File: config.mk
export PLATFORM = sky130hd
export DESIGN_NAME = mole_game_fsm
export DESIGN_NICKNAME = d
export VERILOG_FILES = /design/src/rtl/mole_game_fsm.sv
export SDC_FILE = /design/constraint.sdc
export NUM_CORES = 1
export LEC_CHECK = 0
export ABC_AREA = 1
export CORE_MARGIN = 2
export CORE_UTILIZATION = 40
export CTS_BUF_LIST = sky130_fd_sc_hd__clkbuf_16
export CTS_CLUSTER_SIZE = 28
export DETAILED_ROUTE_END_ITERATION = 8
export GPL_TIMING_DRIVEN = 0
export PLACE_DENSITY_LB_ADDON = 0.05
export SETUP_SLACK_MARGIN = 0.4
export SLEW_MARGIN = 20
export SYNTH_ARGS = -nofsm -noshare
export SYNTH_HDL_FRONTEND = slang
export SYNTH_SLANG_ARGS = --single-unit
File: constraint.sdc
create_clock -name clk -period 8.2 [get_ports clk]
set_clock_uncertainty 0.2 [all_clocks]
set_input_delay 0.82 -clock clk [delete_from_list [all_inputs] [get_ports clk]]
set_output_delay 0.82 -clock clk [all_outputs]
set_load 0.02 [all_outputs]
File: src/rtl/mole_game_fsm.sv
// mole_game_fsm: whack-a-mole game controller for the displaymole renderer.
// Takes mole requests from the music sequencer and stomps from the floor pads,
// keeps score and lives, and drives the animation state code to displaymole.
// One shared 32-bit timer serves as the start-delay counter, the mole
// countdown, the sound hold timer and the popup watchdog.
// Optional feature macro: MOLE_SPEEDUP_EN (countdown shortens as score grows).
module mole_game_fsm #(
  parameter logic [2:0]  LIVES_INIT    = 3'd3,
  parameter int unsigned START_DELAY   = 65_000_000,
  parameter int unsigned MOLE_TIME     = 65_000_000,
  parameter int unsigned SOUND_CYCLES  = 32_500_000,
  parameter int unsigned POPUP_TIMEOUT = 130_000_000
`ifdef MOLE_SPEEDUP_EN
  ,
  parameter int unsigned SPEEDUP_STEP  = 1_000_000,
  parameter int unsigned MOLE_TIME_MIN = 16_250_000
`endif
) (
  input  logic       clk,
  input  logic       reset_n,
  input  logic       start,
  input  logic       player_centered,
  input  logic       mole_request,
  input  logic [2:0] request_location,
  input  logic       stomp,
  input  logic [2:0] stomp_location,
  input  logic       popup_done,
  output logic [3:0] state,
  output logic [2:0] mole_location,
  output logic [7:0] score,
  output logic [2:0] lives,
  output logic       whack_pulse,
  output logic       miss_pulse
);

  typedef enum logic [3:0] {
    S_IDLE                  = 4'd0,
    S_GAME_START_DELAY      = 4'd1,
    S_GAME_ONGOING          = 4'd2,
    S_REQUEST_MOLE          = 4'd3,
    S_MOLE_COUNTDOWN        = 4'd4,
    S_MOLE_MISSED           = 4'd5,
    S_MOLE_WHACKED          = 4'd6,
    S_GAME_OVER             = 4'd8,
    S_MOLE_MISSED_SOUND     = 4'd9,
    S_MOLE_WHACKED_SOUND    = 4'd10,
    S_MOLE_ASCENDING        = 4'd13,
    S_HAPPY_MOLE_DESCENDING = 4'd14,
    S_DEAD_MOLE_DESCENDING  = 4'd15
  } state_e;

  state_e      state_q, state_d;
  logic [31:0] timer_q, timer_d;
  logic        arm_q, arm_d;
  logic        pending_q, pending_d;
  logic [2:0]  pend_loc_q, pend_loc_d;
  logic [2:0]  loc_q, loc_d;
  logic [7:0]  score_q, score_d;
  logic [2:0]  lives_q, lives_d;
  logic        start_q;

  logic        start_rise;
  logic [31:0] timer_plus1;
  logic [31:0] countdown_len;
  logic [31:0] countdown_load;

  assign start_rise  = start & ~start_q;
  assign timer_plus1 = timer_q + 32'd1;

`ifdef MOLE_SPEEDUP_EN
  // Each point shaves SPEEDUP_STEP off the countdown, clamped at the floor.
  // Compared before subtracting so the difference can never wrap.
  logic [31:0] speedup_cut;
  assign speedup_cut   = 32'(score_q) * SPEEDUP_STEP;
  assign countdown_len = (speedup_cut >= (MOLE_TIME - MOLE_TIME_MIN)) ?
                         MOLE_TIME_MIN : (MOLE_TIME - speedup_cut);
`else
  assign countdown_len = MOLE_TIME;
`endif

  // The countdown exits on the cycle the timer reads zero, so loading len-1
  // keeps the mole up for exactly countdown_len cycles.
  assign countdown_load = (countdown_len == 32'd0) ? 32'd0 : (countdown_len - 32'd1);

  // Next-state, timer, request buffer and score/lives bookkeeping
  always_comb begin
    state_d    = state_q;
    timer_d    = timer_q;
    arm_d      = arm_q;
    pending_d  = pending_q;
    pend_loc_d = pend_loc_q;
    loc_d      = loc_q;
    score_d    = score_q;
    lives_d    = lives_q;

    // Requests arriving while a mole is busy are buffered; the newest wins.
    if (mole_request && (state_q != S_IDLE) && (state_q != S_GAME_OVER)) begin
      pending_d  = 1'b1;
      pend_loc_d = request_location;
    end

    case (state_q)
      S_IDLE: begin
        if (start_rise) begin
          state_d   = S_GAME_START_DELAY;
          timer_d   = '0;
          score_d   = '0;
          lives_d   = LIVES_INIT;
          pending_d = 1'b0;
        end
      end
      S_GAME_START_DELAY: begin
        if (!player_centered) begin
          timer_d = '0;
        end else if (timer_plus1 >= START_DELAY) begin
          state_d = S_GAME_ONGOING;
          timer_d = '0;
        end else begin
          timer_d = timer_plus1;
        end
      end
      S_GAME_ONGOING: begin
        if (lives_q == 3'd0) begin
          state_d = S_GAME_OVER;
        end else if (mole_request || pending_q) begin
          // A same-cycle request is newer than anything buffered.
          state_d   = S_REQUEST_MOLE;
          loc_d     = mole_request ? request_location : pend_loc_q;
          pending_d = 1'b0;
        end
      end
      S_REQUEST_MOLE: begin
        state_d = S_MOLE_ASCENDING;
        timer_d = '0;
        arm_d   = 1'b0;
      end
      S_MOLE_ASCENDING, S_HAPPY_MOLE_DESCENDING, S_DEAD_MOLE_DESCENDING: begin
        // popup_done only counts once it has been seen low in this state, so
        // a level left over from the previous animation cannot end this one.
        if ((arm_q && popup_done) || (timer_plus1 >= POPUP_TIMEOUT)) begin
          arm_d = 1'b0;
          if (state_q == S_MOLE_ASCENDING) begin
            state_d = S_MOLE_COUNTDOWN;
            timer_d = countdown_load;
          end else begin
            state_d = S_GAME_ONGOING;
            timer_d = '0;
          end
        end else begin
          timer_d = timer_plus1;
          if (!popup_done) arm_d = 1'b1;
        end
      end
      S_MOLE_COUNTDOWN: begin
        // A hit on the last countdown cycle still counts as a whack.
        if (stomp && (stomp_location == loc_q)) begin
          state_d = S_MOLE_WHACKED;
        end else if (timer_q == 32'd0) begin
          state_d = S_MOLE_MISSED;
        end else begin
          timer_d = timer_q - 32'd1;
        end
      end
      S_MOLE_WHACKED: begin
        score_d = (score_q == 8'hFF) ? score_q : (score_q + 8'd1);
        state_d = S_MOLE_WHACKED_SOUND;
        timer_d = '0;
      end
      S_MOLE_MISSED: begin
        lives_d = (lives_q == 3'd0) ? lives_q : (lives_q - 3'd1);
        state_d = S_MOLE_MISSED_SOUND;
        timer_d = '0;
      end
      S_MOLE_WHACKED_SOUND, S_MOLE_MISSED_SOUND: begin
        if (timer_plus1 >= SOUND_CYCLES) begin
          state_d = (state_q == S_MOLE_WHACKED_SOUND) ? S_DEAD_MOLE_DESCENDING
                                                      : S_HAPPY_MOLE_DESCENDING;
          timer_d = '0;
          arm_d   = 1'b0;
        end else begin
          timer_d = timer_plus1;
        end
      end
      S_GAME_OVER: begin
        if (start_rise) state_d = S_IDLE;
      end
      default: begin
        state_d = S_IDLE;
        timer_d = '0;
      end
    endcase
  end

  // State and datapath registers with asynchronous active-low reset
  always_ff @(posedge clk or negedge reset_n) begin
    if (!reset_n) begin
      state_q    <= S_IDLE;
      timer_q    <= '0;
      arm_q      <= 1'b0;
      pending_q  <= 1'b0;
      pend_loc_q <= '0;
      loc_q      <= '0;
      score_q    <= '0;
      lives_q    <= LIVES_INIT;
      start_q    <= 1'b0;
    end else begin
      state_q    <= state_d;
      timer_q    <= timer_d;
      arm_q      <= arm_d;
      pending_q  <= pending_d;
      pend_loc_q <= pend_loc_d;
      loc_q      <= loc_d;
      score_q    <= score_d;
      lives_q    <= lives_d;
      start_q    <= start;
    end
  end

  assign state         = state_q;
  assign mole_location = loc_q;
  assign score         = score_q;
  assign lives         = lives_q;
  assign whack_pulse   = (state_q == S_MOLE_WHACKED);
  assign miss_pulse    = (state_q == S_MOLE_MISSED);

endmodule

==> metrics.csv, run 1 <==
metric,value,unit
status,finished clean,
initial antenna violation count,0,
IO Pins,33,
Worst Tran Pin Value,843,ps
maximum VDD drop,214,uV
Worst slew margin,43.8,%
post-route ant nets,0,
Post-Route Setup TNS,0,ps
Pwr Density,437,nW/um^2
Commonest Layout Cell,nand2_1,
Mapped Cells,1112,
DR WL/cell,16.7,um
clk sinks,56,
Avg Inst Size Synth,5.58,um^2
GR Util All Layers,27.8,%
port bufs,30,
clock-pin slew on the worst setup and hold paths,80,ps
main flop type,dfrtp_1,
final count of hold timing violations,0,
largest net degree at the start of global routing,31,
Setup CP Type,input pin to register,
final setup fails,0,
drt initial violations,629,
number of gates resized after cts,0,
RSZ-0062 raised after global routing,no,
# Cells Yosys,1112,
CTS Hold Bufs,0,
leakage power,0.00357,uW
post-synthesis register bit count,56,
clock buffer count from CTS,5,
CP Launch Type,input pin,
first-pass GRT wire length,35.3,mm
Achievable Freq,258,MHz
routability cong.,0.957,
ANT cells,0,
fp_density,40.8,%
setup bufs post-CTS,0,
YS chip area,6200,um^2
"Seq share, synth",22.6,%
chip area,16500,um^2
Worst-Skew Late Latency,310,ps
Root Buffer,clkbuf_16,
die width,129,um
count of library flops with an enable pin,0,
YS warnings,0,
maximum root-to-sink buffer count,2,
final worst-path cycle share,47.2,%
H-tree depth,2,
Crit Path Max Fanout,10,
fin cells,1339,
==> run 1: routing by layer <==
metal	GRT usage [%]	wire, um	vias to the layer above
met2	44.6	10000	246
met3	4.53	1490	31
met5	0	0	-
met1	38.5	10300	3142
li1	-	-	3603
met4	8.57	599	0
==> run 1: Yosys cell counts (all sizes together) (5+ instances only) <==
master	count	area (um^2)
inv	139	522
clkbuf	14	52.6
nand4	42	263
buf	25	155
nor4	7	43.8
nand2	358	1390
dfrtp	54	1350
a21oi	28	140
ha	6	75.1
clkinv	5	18.8
nand3	124	643
nor3	11	55.1
o21ai	42	210
xor2	16	148
nor2	216	910
==> run 1: path summary, 6_finish.rpt <==
| check | startpoint | to | slack (ps) | depth (start not counted) |
|---|---|---|---|---|
| hold / removal | reset_n | timer_q[16] | 230 | 1 |
| setup reg to reg | timer_q[0] | timer_q[6] | 4450 | 14 |
| min in group clk | pend_loc_q[1] | pend_loc_q[1] | 300 | 2 |
| max in group asynchronous | reset_n | lives[0] | 7000 | 2 |
| hold reg to reg | pend_loc_q[1] | pend_loc_q[1] | 300 | 2 |
| setup / recovery | start | timer_q[6] | 4330 | 11 |
==> run 1: power by group <==
| group | switching (uW) | internal [uW] |
|---|---|---|
| combinational | 1660 | 678 |
| clock | 119 | 115 |
| sequential | 88.4 | 353 |
==> run 1: logic make-up (layout without fill, tap and decap cells) <==
group | count (synthesis) | in the layout | share of synthesized area [%]
simple gates | 764 | 764 | 53.9
buf+inv | 183 | 222 | 12.1
compound gates | 84 | 84 | 7.42
flops | 56 | 56 | 22.6
xor+xnor | 19 | 19 | 2.80
fa+ha+maj | 6 | 6 | 1.21
==> run 1: per-stage QoR <==
step / util (%) / hold WS (ps) / total power [uW] / area, um^2 / worst slack [ps]
final: 45.4 / 226 / 3020 / 6900 / 4330
after global routing: 45.4 / 250 / 3290 / 6900 / 4110
after CTS: 45.4 / 237 / 2980 / 6900 / 4320
after detailed placement: 44.4 / 280 / 2730 / 6760 / 4000
after global placement: 44.3 / 269 / 2730 / 6740 / 4010
after floorplan: - / 248 / 2020 / 6200 / 5610
==> run 1: critical path: stages <==
cell             delay, ps
clkdlybuf4s50_1        470
inv_1                   40
nor2_1                 130
nor2_1                 140
a211oi_1               210
a21boi_1               710
nand2_1                380
clkinv_1               270
buf_1                  540
nand2_1                130
nand2_1                 80
==> run 1: area by class of cell <==
cell class,count,area (um^2),area share (%)
multi-input cells,873,4050,58.7
clock buffers,5,125,1.81
plain buffers,39,208,3.01
inverters,144,541,7.83
repair buffers,31,318,4.60
clock inverters,3,22.5,0.326
well taps,188,235,3.41
flip-flops and latches,56,1400,20.3
==> run 1: state kept, by name (all words and copies together), names as in the netlist <==
signal and cells:
arm_q 1, lives 3, mole_location 3, pend_loc_q 3, pending_q 1, score 8
start_q 1, state 4, timer_q 32
### Cells coloured by class, run 1

(2 px per um)
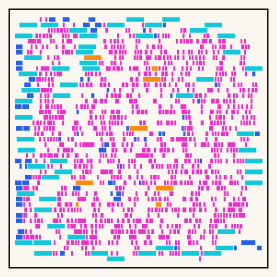
colour	class	cells	share of their area
cyan	flip-flops	56	21%
orange	clock drivers and dummy loads	8	2.2%
magenta	all other logic	1017	69%
blue	other buffers and delay cells	70	7.9%

### Local utilization, run 1

(3 px per um) 13 x 13 tiles, from black (low) to pale yellow (high), 0 to 100% covered.
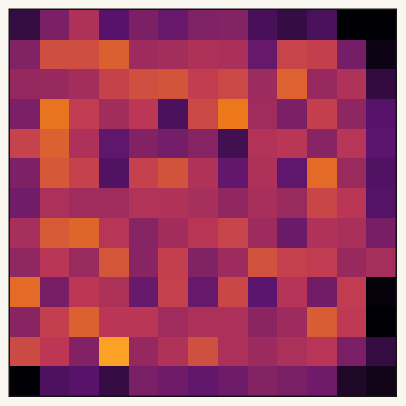
nearly empty tiles	3.0%
fullest tile	80%
tiles over 75% full	0.60%
mean over tiles	40%
final core utilization: 45.4%
core area: 15200 um^2

### Pin placement, run 1

(3 px per um) Pins as bars across the die edge, other pins in grey.
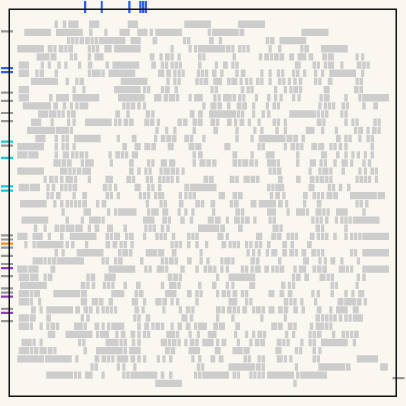
colour	port	pins	direction	edge
purple	`stomp_location`	3	input	left
cyan	`state`	4	output	left
orange	`mole_request`	1	input	left
blue	`score`	8	output	6 top, 2 left

### Clock routing, run 1

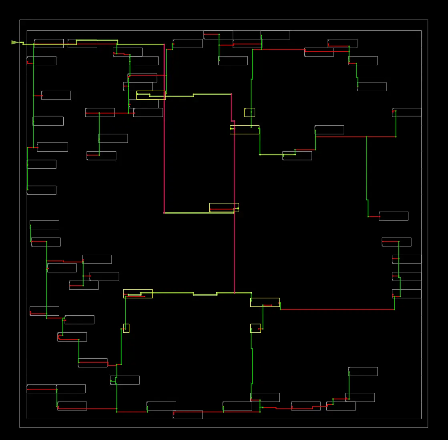

==> run 2, diff against run 1 <==
clock period = 3.5 ns   (was 8.2 ns; I/O delays follow)
### Clock routing, run 2

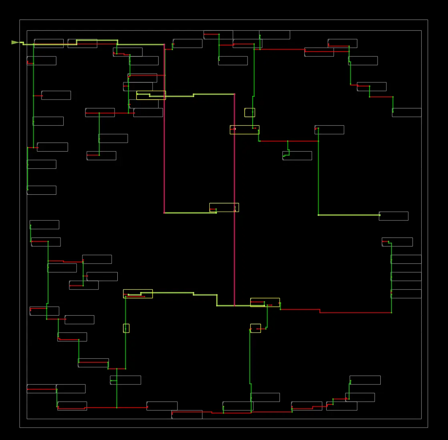
clk sinks: 56
P_clk: 550 uW
Worst-Skew Late Latency: 320 ps
Flops: 56
clkbuf count: 5

==> run 2 against run 1 <==
Net effect:
- global-route usage rose by 0.13 points
- via count up 2.7%
- critical path depth rose by 9
- wire length increased by 2.8%
- cell count increased by 2.4%
- final area grew 9.3%
- sequential power increased by 140%
- sequential share of layout area shrank 1.5 points
- critical endpoint is now timer_q[14]
- highest routed layer unchanged
==> metrics.csv, run 2 <==
metric,value,unit,change
final setup fails,0,,unchanged
critical-path cell list,nand2_1 > nor2_4 > nand2_1 > nor2_4 > nand2_1 > nand2_1 > inv_2 > nand2_1 > nor2_1 > nand2_1 > nand2_1 > nand3_1 > nand2_1 > inv_4 > buf_6 > nand2_1 > nand2_1 > nand3_1 > nand2_1 > nand2_1,,
H-tree depth,2,,unchanged
Pwr Density,1020,nW/um^2,+130%
YS warnings,0,,unchanged
first-pass GRT wire length,35.5,mm,+0.55%
XOR/XNOR Fraction of Synth Area,2.80,%,unchanged
port bufs,30,,unchanged
# Cells Yosys,1112,,unchanged
Setup CP Type,register to register,,
post-synthesis register bit count,56,,unchanged
largest net degree at the start of global routing,31,,unchanged
Synth top cells by count,"nand2_1, nor2_1, inv_1, nand3_1, dfrtp_1",,
initial antenna violation count,0,,unchanged
Avg Inst Size Synth,5.58,um^2,unchanged
leakage power,0.00383,uW,+7.1%
Achievable Freq,335,MHz,
core area,15200,um^2,unchanged
chip area,16500,um^2,unchanged
Worst slew margin,47.3,%,+3.5 points
fp_density,40.8,%,unchanged
"Seq share, synth",22.6,%,unchanged
maximum root-to-sink buffer count,2,,unchanged
routability cong.,0.957,,unchanged
GR Util All Layers,27.9,%,+0.13 points
DR WL/cell,16.8,um,+0.43%
IO Pins,33,,unchanged
final worst-path cycle share,85.3,%,
yosys aoi share,7.42,%,unchanged
Crit Path Max Fanout,10,,unchanged
count of library flops with an enable pin,0,,unchanged
largest family of logic cells by area,simple AND/OR/NAND/NOR gates,,
main flop type,dfrtp_1,,
post-route ant nets,0,,unchanged
Worst Tran Pin Value,790,ps,-53.1 ps
final count of hold timing violations,0,,unchanged
simple share,53.9,%,unchanged
status,finished clean,,
-- run 2: layout make-up --
type                            count  area [um^2]  area share [%]
Clock inverter                      3         22.5           0.299
Tap cell                          188          235            3.12
Sequential cell                    56         1420            18.8
Multi-Input combinational cell    873         4360            57.8
Timing Repair Buffer               63          573            7.60
Inverter                          144          544            7.22
Buffer                             39          263            3.48
Clock buffer                        5          125            1.66
-- run 2: path summary, 6_finish.rpt --
check | startpoint | end | slack, ps | depth (start not counted)
max in group asynchronous | reset_n | lives[0] | 2230 | 3
max | timer_q[11] | timer_q[14] | 510 | 20
min in group asynchronous | reset_n | timer_q[16] | 300 | 2
min reg2reg | pend_loc_q[1] | pend_loc_q[1] | 300 | 2
max reg2reg | timer_q[11] | timer_q[14] | 510 | 20
min | mole_request | mole_location[0] | 290 | 4
-- run 2: per-stage QoR --
step           instances  TNS [ps]  utilization [%]  power, uW
3_5_place_dp        1331     -2190             44.4       6400
5_1_grt             1371         0             49.6       8290
2_1_floorplan       1112         0                -       4740
4_1_cts             1343         0             46.2       7060
6_report            1371         0             49.6       7670
3_3_place_gp        1330     -5460             44.3       6400
-- run 2: kinds of logic (layout without fill, tap and decap cells) --
| family | count (synthesis) | in the layout |
|---|---|---|
| compound gates | 84 | 84 |
| xor+xnor | 19 | 19 |
| fa+ha+maj | 6 | 6 |
| buf+inv | 183 | 254 |
| flops | 56 | 56 |
| simple gates | 764 | 764 |
-- run 2: worst register-to-register path: cells and delay by family, from the launching register on --
kind	cells	cell delay (ps)
and+or+nand+nor	17	1830
DFF	1	460
buffers and inverters	3	370
-- run 2: what timing repair did --
item | CTS | global route
pin swaps | 2 | 17
hold buffers | 1 | 0
setup endpoints to repair | 32 | 36
cloned | 0 | 0
buffers inserted | 3 | 28
gates resized | 30 | 102
endpoints found under the hold margin | 26 | 0
-- run 2: power breakdown --
| group | internal (uW) | total [uW] | switching, uW |
|---|---|---|---|
| Sequential | 835 | 1040 | 208 |
| Clock | 270 | 550 | 281 |
| Combinational | 1970 | 6080 | 4110 |
| Total | 3070 | 7670 | 4600 |
-- run 2: routing by layer --
metal | vias to the layer above | global-route usage (%) | share of wire (%)
li1 | 3669 | - | -
met1 | 3272 | 39.0 | 46
met4 | 0 | 7.93 | 2.3
met3 | 33 | 4.12 | 6.3
met5 | - | 0 | 0
met2 | 239 | 45.1 | 46
==> run 3, diff against run 2 <==
CTS_CLUSTER_SIZE = 24   (was 28)
### Local utilization, run 3

(3 px per um) 13 x 13 tiles, from black (low) to pale yellow (high), 0 to 100% covered.
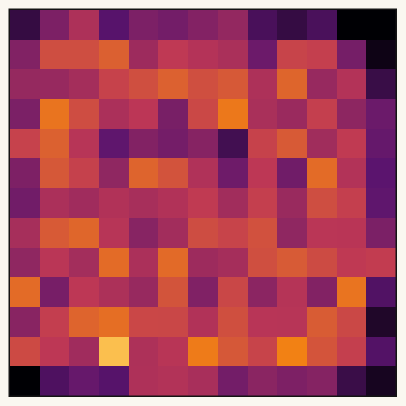
tiles over 75% full	0.60%
fullest tile	86%
emptiest ninth of the die	top right
mean over tiles	44%
nearly empty tiles	1.8%

==> run 3 against run 2 <==
Net effect:
- hold slack is the same
- die area is the same
- synthesized cell count unchanged
- area after synthesis stayed put
- critical path depth unchanged
- sequential share of layout area did not move
- setup slack unchanged
- register-to-register slack is essentially flat
- utilization did not move
- maximum frequency unchanged
- clock-buffer cell count unchanged
- sequential cell count unchanged
- critical endpoint unchanged
==> metrics.csv, run 3 <==
metric,value,unit,change
status,finished clean,,
DR WL/cell,16.8,um,unchanged
Setup CP Type,register to register,,
Pint,3070,uW,unchanged
min-delay src,mole_request,,
first-pass GRT wire length,35.5,mm,unchanged
Worst-Skew Late Latency,320,ps,about the same
grt total ovfl,0,,
r2r setup slk,510,ps,about the same
Net Sw Power,4600,uW,unchanged
Crit Path Max Fanout,10,,unchanged
Worst Tran Pin Value,790,ps,unchanged
maximum root-to-sink buffer count,2,,unchanged
YS warnings,0,,unchanged
worst reg2reg path endpoint,timer_q[14],,
critical-path cell list,nand2_1 > nor2_4 > nand2_1 > nor2_4 > nand2_1 > nand2_1 > inv_2 > nand2_1 > nor2_1 > nand2_1 > nand2_1 > nand3_1 > nand2_1 > inv_4 > buf_6 > nand2_1 > nand2_1 > nand3_1 > nand2_1 > nand2_1,,
"Seq share, synth",22.6,%,unchanged
Synth top cells by count,"nand2_1, nor2_1, inv_1, nand3_1, dfrtp_1",,
initial antenna violation count,0,,unchanged
routability cong.,0.957,,unchanged
count of library flops with an enable pin,0,,unchanged
RR Startpoint,timer_q[11],,
R2R cell count,20,,unchanged
Worst slew margin,47.3,%,unchanged
Achievable Freq,335,MHz,unchanged
Sw Ratio,60.0,%,unchanged
leakage power,0.00383,uW,unchanged
clk sinks,56,,unchanged
Logic pwr share,79.2,%,about the same
main flop type,dfrtp_1,,
Avg Inst Size Synth,5.58,um^2,unchanged
core area,15200,um^2,unchanged
port bufs,30,,unchanged
final count of hold timing violations,0,,unchanged
sequential cell area,1420,um^2,unchanged
post-route ant nets,0,,unchanged
Post-Route Setup TNS,0,ps,unchanged
H-tree depth,2,,unchanged
Mapped Area,6200,um^2,
Worst Hold End,mole_location[0],,
GR Util All Layers,27.9,%,unchanged
logic area,4360,um^2,unchanged
placed insts,1331,,unchanged
Flop pwr share,13.6,%,about the same
IO Pins,33,,unchanged
Hold Path Depth,4,,unchanged
# Cells Yosys,1112,,unchanged
fp_density,40.8,%,unchanged
final worst-path cycle share,85.3,%,unchanged
Clk network pwr share,7.2,%,about the same
## run 3: cell counts in the layout (fill, tap and decap cells not counted)
No cell type changed its count.
## run 3: logic make-up after synthesis
| logic type | after synthesis | synth area share, % |
|---|---|---|
| xor+xnor | 19 | 2.80 |
| flops | 56 | 22.6 |
| fa+ha+maj | 6 | 1.21 |
| simple gates | 764 | 53.9 |
| buf+inv | 183 | 12.1 |
| compound gates | 84 | 7.42 |
## run 3: per-layer routing
metal,wire [um],share of wire [%],vias up,global-route usage [%]
met5,0,0,-,0
met4,529,2.3,0,7.93
met3,1450,6.3,33,4.12
met2,10500,46,239,45.1
met1,10500,46,3272,39.0
li1,-,-,3669,-
## run 3: final cells by class
type                       count  area share [%]
buffer                        39            3.48
clock inverter                 3           0.299
sequential                    56            18.8
clock buffer                   5            1.66
inverter                     144            7.22
timing repair buffer          63            7.60
multi-input combinational    873            57.8
tap                          188            3.12
## run 3: critical path: cells and delay by family, from the launching register on
kind,cells,cell delay [ps]
buf+inv,3,370
flops,1,460
simple gates,17,1830
## run 3: timing repair
item | in CTS | in global routing
setup endpoints to repair | 32 | 36
setup buffers | 3 | 28
gates cloned | 0 | 0
hold buffers | 1 | 0
pin swaps | 2 | 17
resized | 30 | 102
hold endpoints to repair | 26 | 0
## run 3: metrics by stage
step	util, %	power (uW)
final	49.6	7670
after global routing	49.6	8290
after CTS	46.2	7060
after detailed placement	44.4	6400
after global placement	44.3	6400
after floorplan	-	4740
## run 3: power by group through the flow
stage / clock network [uW] / logic (uW) / registers, uW
2_1_floorplan: 0 / 3700 / 1040
3_5_place_dp: 0 / 5360 / 1040
4_1_cts: 567 / 5460 / 1030
3_3_place_gp: 0 / 5360 / 1040
5_1_grt: 593 / 6630 / 1070
6_report: 550 / 6080 / 1040
## run 3: worst max-delay path by stage
stage	slack, ps	depth (start not counted)	endpoint	startpoint
final	510	20	timer_q[14]	timer_q[11]
after global routing	340	22	timer_q[12]	timer_q[5]
after CTS	410	19	timer_q[15]	timer_q[1]
after detailed placement	-230	11	timer_q[24]	start
after global placement	-220	11	timer_q[23]	start
after floorplan	910	19	timer_q[2]	timer_q[0]
Power and IR drop assume default switching activity.
